Signal wires on met1:
Bar = 20 um.
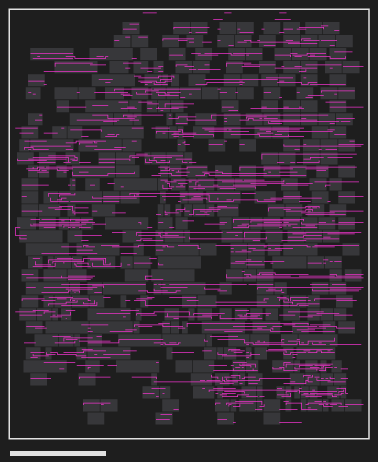
Signal metal coverage by tile:
The die is cut into 15 by 18 equal tiles; white is low, dark blue is high, scaled to the fullest tile. Values are wire area over tile area, all layers added.
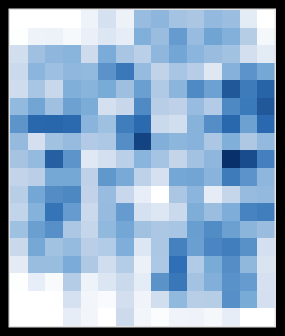
Routing congestion map:
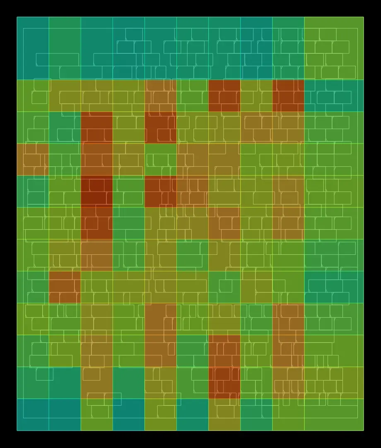
Wiring by layer:
Bar = 20 um. Two of the layers only.
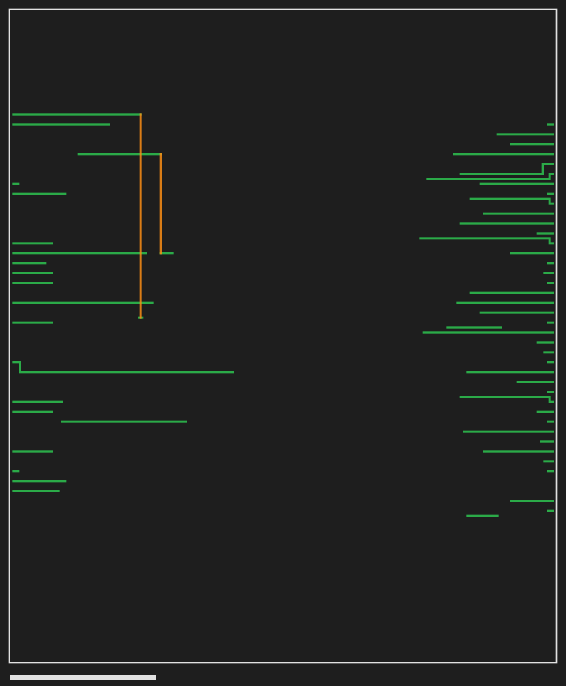
--- config.mk ---
export PLATFORM = sky130hd
export DESIGN_NAME = add_rr_scheduler
export DESIGN_NICKNAME = d
export VERILOG_FILES = /design/src/rtl/add_rr_scheduler.sv
export SDC_FILE = /design/constraint.sdc
export NUM_CORES = 1
export LEC_CHECK = 0
export CAP_MARGIN = 10
export CORE_ASPECT_RATIO = 1.2
export CORE_UTILIZATION = 40
export CTS_CLUSTER_DIAMETER = 100
export DETAILED_ROUTE_END_ITERATION = 16
export HOLD_SLACK_MARGIN = 0.06
export PLACE_DENSITY_LB_ADDON = 0.2
export SETUP_SLACK_MARGIN = 0.05
export SLEW_MARGIN = 10
export SYNTH_ARGS = -nofsm -noshare
export SYNTH_HDL_FRONTEND = slang
export SYNTH_HIERARCHICAL = 1
export SYNTH_SLANG_ARGS = --single-unit
--- constraint.sdc ---
create_clock -name clk -period 4.5 [get_ports clk]
set_input_delay 0.675 -clock clk [delete_from_list [all_inputs] [get_ports clk]]
set_output_delay 0.675 -clock clk [all_outputs]
set_load 0.03 [all_outputs]
--- src/rtl/add_rr_scheduler.sv ---
// Round-robin scheduler sharing one adder among NUM_REQ requesters, with a
// one-deep registered result stage and a saturating overflow counter.

module add #(
  parameter int IN_SIZE  = 8,
  parameter int OUT_SIZE = 8
) (
  input  logic [IN_SIZE-1:0]  a,
  input  logic [IN_SIZE-1:0]  b,
  output logic [OUT_SIZE-1:0] sum,
  output logic                overflow
);
  // Wide enough for the true sum or the OUT_SIZE+1 result, whichever is larger.
  localparam int W = (IN_SIZE > OUT_SIZE) ? IN_SIZE + 1 : OUT_SIZE + 1;

  logic [W-1:0] full_s;

  assign full_s   = W'(a) + W'(b);
  assign sum      = full_s[OUT_SIZE-1:0];
  assign overflow = full_s[OUT_SIZE];
endmodule

module add_rr_scheduler #(
  parameter int NUM_REQ  = 4,
  parameter int IN_SIZE  = 8,
  parameter int OUT_SIZE = 8,
  parameter int CNT_W    = 16,
  localparam int ID_W    = $clog2(NUM_REQ)
) (
  input  logic                       clk,
  input  logic                       rst_n,
  input  logic [NUM_REQ-1:0]         req_valid,
  output logic [NUM_REQ-1:0]         req_ready,
  input  logic [NUM_REQ*IN_SIZE-1:0] req_a,
  input  logic [NUM_REQ*IN_SIZE-1:0] req_b,
  output logic                       rsp_valid,
  input  logic                       rsp_ready,
  output logic [OUT_SIZE-1:0]        rsp_sum,
  output logic                       rsp_overflow,
  output logic [ID_W-1:0]            rsp_id,
  output logic [CNT_W-1:0]           ovf_count
);
  typedef enum logic {EMPTY = 1'b0, FULL = 1'b1} state_t;

  state_t              state_q, state_d;
  logic [ID_W-1:0]     ptr_q, ptr_d;
  logic [OUT_SIZE-1:0] sum_q, sum_d;
  logic                ovf_q, ovf_d;
  logic [ID_W-1:0]     id_q, id_d;
  logic [CNT_W-1:0]    cnt_q, cnt_d;

  logic [NUM_REQ-1:0]  grant_s;
  logic [ID_W-1:0]     grant_idx_s;
  logic                found_s;
  logic                can_accept_s;
  logic                transfer_s;
  logic [IN_SIZE-1:0]  a_sel_s, b_sel_s;
  logic [OUT_SIZE-1:0] add_sum_s;
  logic                add_ovf_s;

  // Rotating priority search starting at ptr_q, wrapping past NUM_REQ-1.
  always_comb begin
    grant_s     = '0;
    grant_idx_s = '0;
    found_s     = 1'b0;
    for (int k = 0; k < NUM_REQ; k++) begin
      int idx;
      idx = int'(ptr_q) + k;
      if (idx >= NUM_REQ) begin
        idx = idx - NUM_REQ;
      end else begin
        idx = idx;
      end
      if (!found_s && req_valid[idx]) begin
        found_s      = 1'b1;
        grant_idx_s  = ID_W'(idx);
        grant_s[idx] = 1'b1;
      end else begin
        found_s = found_s;
      end
    end
  end

  assign can_accept_s = !rsp_valid | rsp_ready;
  assign req_ready    = grant_s & {NUM_REQ{can_accept_s & rst_n}};
  assign transfer_s   = found_s & can_accept_s & rst_n;

  assign a_sel_s = req_a[grant_idx_s*IN_SIZE +: IN_SIZE];
  assign b_sel_s = req_b[grant_idx_s*IN_SIZE +: IN_SIZE];

  add #(
    .IN_SIZE  (IN_SIZE),
    .OUT_SIZE (OUT_SIZE)
  ) u_add (
    .a        (a_sel_s),
    .b        (b_sel_s),
    .sum      (add_sum_s),
    .overflow (add_ovf_s)
  );

  // Output-stage FSM, pointer update and overflow counting.
  always_comb begin
    state_d = state_q;
    ptr_d   = ptr_q;
    sum_d   = sum_q;
    ovf_d   = ovf_q;
    id_d    = id_q;
    cnt_d   = cnt_q;

    case (state_q)
      EMPTY: begin
        if (transfer_s) begin
          state_d = FULL;
        end else begin
          state_d = EMPTY;
        end
      end
      FULL: begin
        if (transfer_s) begin
          state_d = FULL;
        end else if (rsp_ready) begin
          state_d = EMPTY;
        end else begin
          state_d = FULL;
        end
      end
      default: state_d = EMPTY;
    endcase

    if (transfer_s) begin
      sum_d = add_sum_s;
      ovf_d = add_ovf_s;
      id_d  = grant_idx_s;
      if (grant_idx_s == ID_W'(NUM_REQ - 1)) begin
        ptr_d = '0;
      end else begin
        ptr_d = grant_idx_s + ID_W'(1);
      end
    end else begin
      ptr_d = ptr_q;
    end

    // Saturate rather than wrap so a large count is never mistaken for a small one.
    if (transfer_s && add_ovf_s && (cnt_q != {CNT_W{1'b1}})) begin
      cnt_d = cnt_q + CNT_W'(1);
    end else begin
      cnt_d = cnt_q;
    end
  end

  // State registers.
  always_ff @(posedge clk or negedge rst_n) begin
    if (!rst_n) begin
      state_q <= EMPTY;
      ptr_q   <= '0;
      sum_q   <= '0;
      ovf_q   <= 1'b0;
      id_q    <= '0;
      cnt_q   <= '0;
    end else begin
      state_q <= state_d;
      ptr_q   <= ptr_d;
      sum_q   <= sum_d;
      ovf_q   <= ovf_d;
      id_q    <= id_d;
      cnt_q   <= cnt_d;
    end
  end

  assign rsp_valid    = (state_q == FULL);
  assign rsp_sum      = sum_q;
  assign rsp_overflow = ovf_q;
  assign rsp_id       = id_q;
  assign ovf_count    = cnt_q;
endmodule
==> run summary <==
list of most frequent post-synthesis cells -> 53 x mux2i_1, 30 x dfrtp_1, 18 x nand2_1, 18 x xnor2_1, 17 x nor2_1
async set or reset register ratio after synthesis -> 100%
time the worst path needs with I/O delays and setup -> 4.23 ns
total die size -> 6700 sq um
Post-CTS Hold Buffers -> 0
cells after synthesis -> 255
chip height -> 89.5 um
DRC violations left -> 0
floorplan-stage core utilization -> 41.9%
router iterations before antenna repair -> 4
synth top area cells -> dfrtp_1 29%, mux2i_1 21%, ha_1 6.9%
max-capacitance violation count -> 0
worst reg2reg path endpoint -> ovf_count[1]$_DFFE_PN0P_
synthesized area per cell -> 10.0 sq um
arrival time at the worst endpoint -> 4.40 ns
yosys stat cell total -> 255
core footprint -> 6090 sq um
Hold Path Class -> reg2reg
Worst Hold Endpoint -> ovf_count[9]$_DFFE_PN0P_
highest fanout seen on the critical path -> 20
power density of the placed cells -> 829 nW/um^2
clk slew on worst S/H paths -> 0.07 ns
half-perimeter wire length after placement -> 5580 um
fraction of the cycle the final worst path needs -> 94.1%
Min-Delay Startpoint -> ovf_count[9]$_DFFE_PN0P_
DRC marker count from the first detailed-route iteration -> 74
reg2reg start -> ptr_q[0]$_DFFE_PN0P_
number of buffer cells added on primary ports -> 102
CP Capture Type -> flip-flop
achievable clock frequency -> 0.236 GHz
Max-Slew Margin vs Limit -> 56.4%
leftover overflow at the end of global routing -> 0
# clock sinks -> 30
detail-routed via count per cell -> 5.08
leak pwr -> 1.76 nW
final weighted congestion in routability-driven placement -> 0.802
Pins Over Slew Limit -> 0
net count of the mapped netlist -> 341
number of global-route vias before repair -> 2,297
layout cells sized above 1 -> 15.8%
total negative slack for setup checks -> 0 ns
remaining antenna violation count -> 0
maximum vdd ir drop -> 484 uV
Worst Max-Slew Pin Slew -> 0.653 ns
Seq cells post-synth -> 30
critical-path cell list -> clkdlybuf4s50_1 > mux4_2 > nor2b_4 > nor2_4 > o21ai_4 > buf_12 > mux2i_1 > mux2i_1 > ha_1 > fa_1 > a21oi_1 > nor2_1 > nor2_1 > o21ai_1 > nand4_1 > a41oi_2 > buf_4 > mux2_2
number of setup violations in the final report -> 0
GRT met2 Usage -> 36.4%
maximum root-to-sink buffer count -> 2
Net count, final -> 465
Critical Path Start Type -> input port
number of rows created at floorplan -> 31
CTS tree -> built
Yosys warning total -> 6
number of synthesized flops with an enable pin -> 0
Crit Path Class -> in2reg
cell with the largest stage delay on the worst path -> mux4_2
setup slack on the worst flop-to-flop path -> 0.29 ns
largest net degree at the start of global routing -> 33
most instantiated flip-flop cell in the synthesis netlist -> dfrtp_1
initial antenna violation count -> 0
most common cell in the netlist -> mux2i_1
hold-critical path depth -> 1
worst stage delay on the critical path -> 0.56 ns
Post-Syn Area -> 2550 sq um
Latency at later pin -> 0.28 ns
Final Total Pwr -> 3.29 mW
count of unique library cells instantiated by Yosys -> 47
result of the run -> finished clean
depth of the worst register-to-register path -> 19
count of tool warnings -> 32
data required time at the worst endpoint -> 4.67 ns
wire length of the first global-routing pass -> 10,500 um
final design area excluding fillers -> 3970 sq um
-- 'signal wires on met1' (at the start) --
The longest straight run is 31.7 um. The wires run mostly horizontal.
post-detailed-routing wire length: 6910 um
global-route track usage on met1: 25.3%

-- 'signal metal coverage by tile' (at the start) --
The mean over all tiles is 0.16. 26% of the tiles are over half the peak. The fullest tile reaches 0.44. The emptiest ninth of the die: south-west. The densest ninth of the die: east.
overall fraction of global-route tracks in use: 20.6%
drt wl/cell: 14.9 um
detailed-route via count: 2,348

-- 'routing congestion map' (at the start) --
grt peak-use layer: met2
met3 usage: 4.28%

-- 'wiring by layer' (at the start) --
Key: green = metal 3 [wire length 460 um]; orange = metal 4 [wire length 41.5 um]

-- final cells by class --
class | count | area, sq um
Fill cell | 537 | 2120
Clock buffer | 6 | 82.6
Clock inverter | 2 | 12.5
Tap cell | 82 | 103
Inverter | 5 | 26.3
Sequential cell | 30 | 751
Multi-Input combinational cell | 208 | 1750
Timing Repair Buffer | 129 | 1250
-- registers in the layout (all words and copies together), names as in the netlist --
name	flops
ovf_count	16
rsp_sum	8
ptr_q	2
rsp_id	2
rsp_overflow	1
rsp_valid	1
-- placed cells by master, fill, tap and decap left out, types with 4 or more instances in the layout --
master,synthesis,routed
clkdlybuf4s50_1,0,102
mux2i_1,53,53
dfrtp_1,30,30
buf_4,1,25
nand2_1,18,18
xnor2_1,18,18
nor2_1,17,17
ha_1,14,13
mux2_2,9,9
a21oi_1,7,7
and3_1,8,7
clkbuf_8,0,6
a221oi_1,5,5
a22oi_1,4,4
nand3_1,8,4
nand4_1,4,4
nand3_2,0,4
xor2_1,4,4
-- how the worst max path moves through the flow --
stage                    startpoint                         to  cells past startpoint
2_1_floorplan  ptr_q[0]$_DFFE_PN0P_  ovf_count[15]$_DFFE_PN0P_                     22
3_3_place_gp           req_valid[2]   ovf_count[9]$_DFFE_PN0P_                     18
3_5_place_dp           req_valid[2]  ovf_count[13]$_DFFE_PN0P_                     18
4_1_cts                req_valid[2]  ovf_count[13]$_DFFE_PN0P_                     18
5_1_grt        ptr_q[0]$_DFFE_PN0P_   ovf_count[1]$_DFFE_PN0P_                     19
6_report               req_valid[2]   ovf_count[1]$_DFFE_PN0P_                     18
-- cell families (layout without fill, tap and decap cells) --
| logic type | Yosys count | after routing | share of synthesized area [%] |
|---|---|---|---|
| AND-OR/OR-AND | 35 | 35 | 10.4 |
| flip-flops | 30 | 30 | 29.4 |
| XOR/XNOR | 22 | 22 | 7.55 |
| AND/OR/NAND/NOR | 72 | 72 | 14.3 |
| adder cells (fa/ha/maj) | 15 | 15 | 7.65 |
| multiplexers | 64 | 64 | 26.5 |
| buffers and inverters | 17 | 142 | 4.07 |
-- stage by stage --
| stage | util [%] | worst slack (ns) | instances | hold slack (ns) |
|---|---|---|---|---|
| global placement | 63.5 | 0.0503 | 454 | 0.467 |
| detailed placement | 63.5 | -0.0563 | 454 | 0.482 |
| CTS | 65.1 | 0.232 | 462 | 0.497 |
| floorplan | - | 0.0279 | 255 | 0.379 |
| global route | 65.2 | 0.0479 | 462 | 0.502 |
| finish | 65.2 | 0.265 | 462 | 0.486 |
-- metal layers --
metal  vias up  part of all wire, %
li1       1188                    -
met1      1092                   44
met2        64                   48
met3         4                  6.6
met4         0                 0.59
met5         -                    0
-- worst max-delay path, delay by kind of cell --
family / cells / cell delay [ns]
muxes: 4 / 1.12
buffers and inverters: 3 / 0.87
adders and majority gates: 2 / 0.63
and+or+nand+nor: 5 / 0.56
AOI/OAI and AO/OA: 4 / 0.54
-- power breakdown --
part           leakage [nW]  internal [mW]  switching [mW]
Combinational          1.33           1.33            1.31
Clock                0.0472          0.123          0.0989
Sequential            0.382          0.361          0.0679
-- what timing repair did --
item / 4_1_cts / 5_1_grt
endpoints found under the setup margin: 0 / 5
gates resized: 0 / 2
buffers inserted: 0 / 0
Power figures rest on the tool's default switching activity, not on a simulated workload.
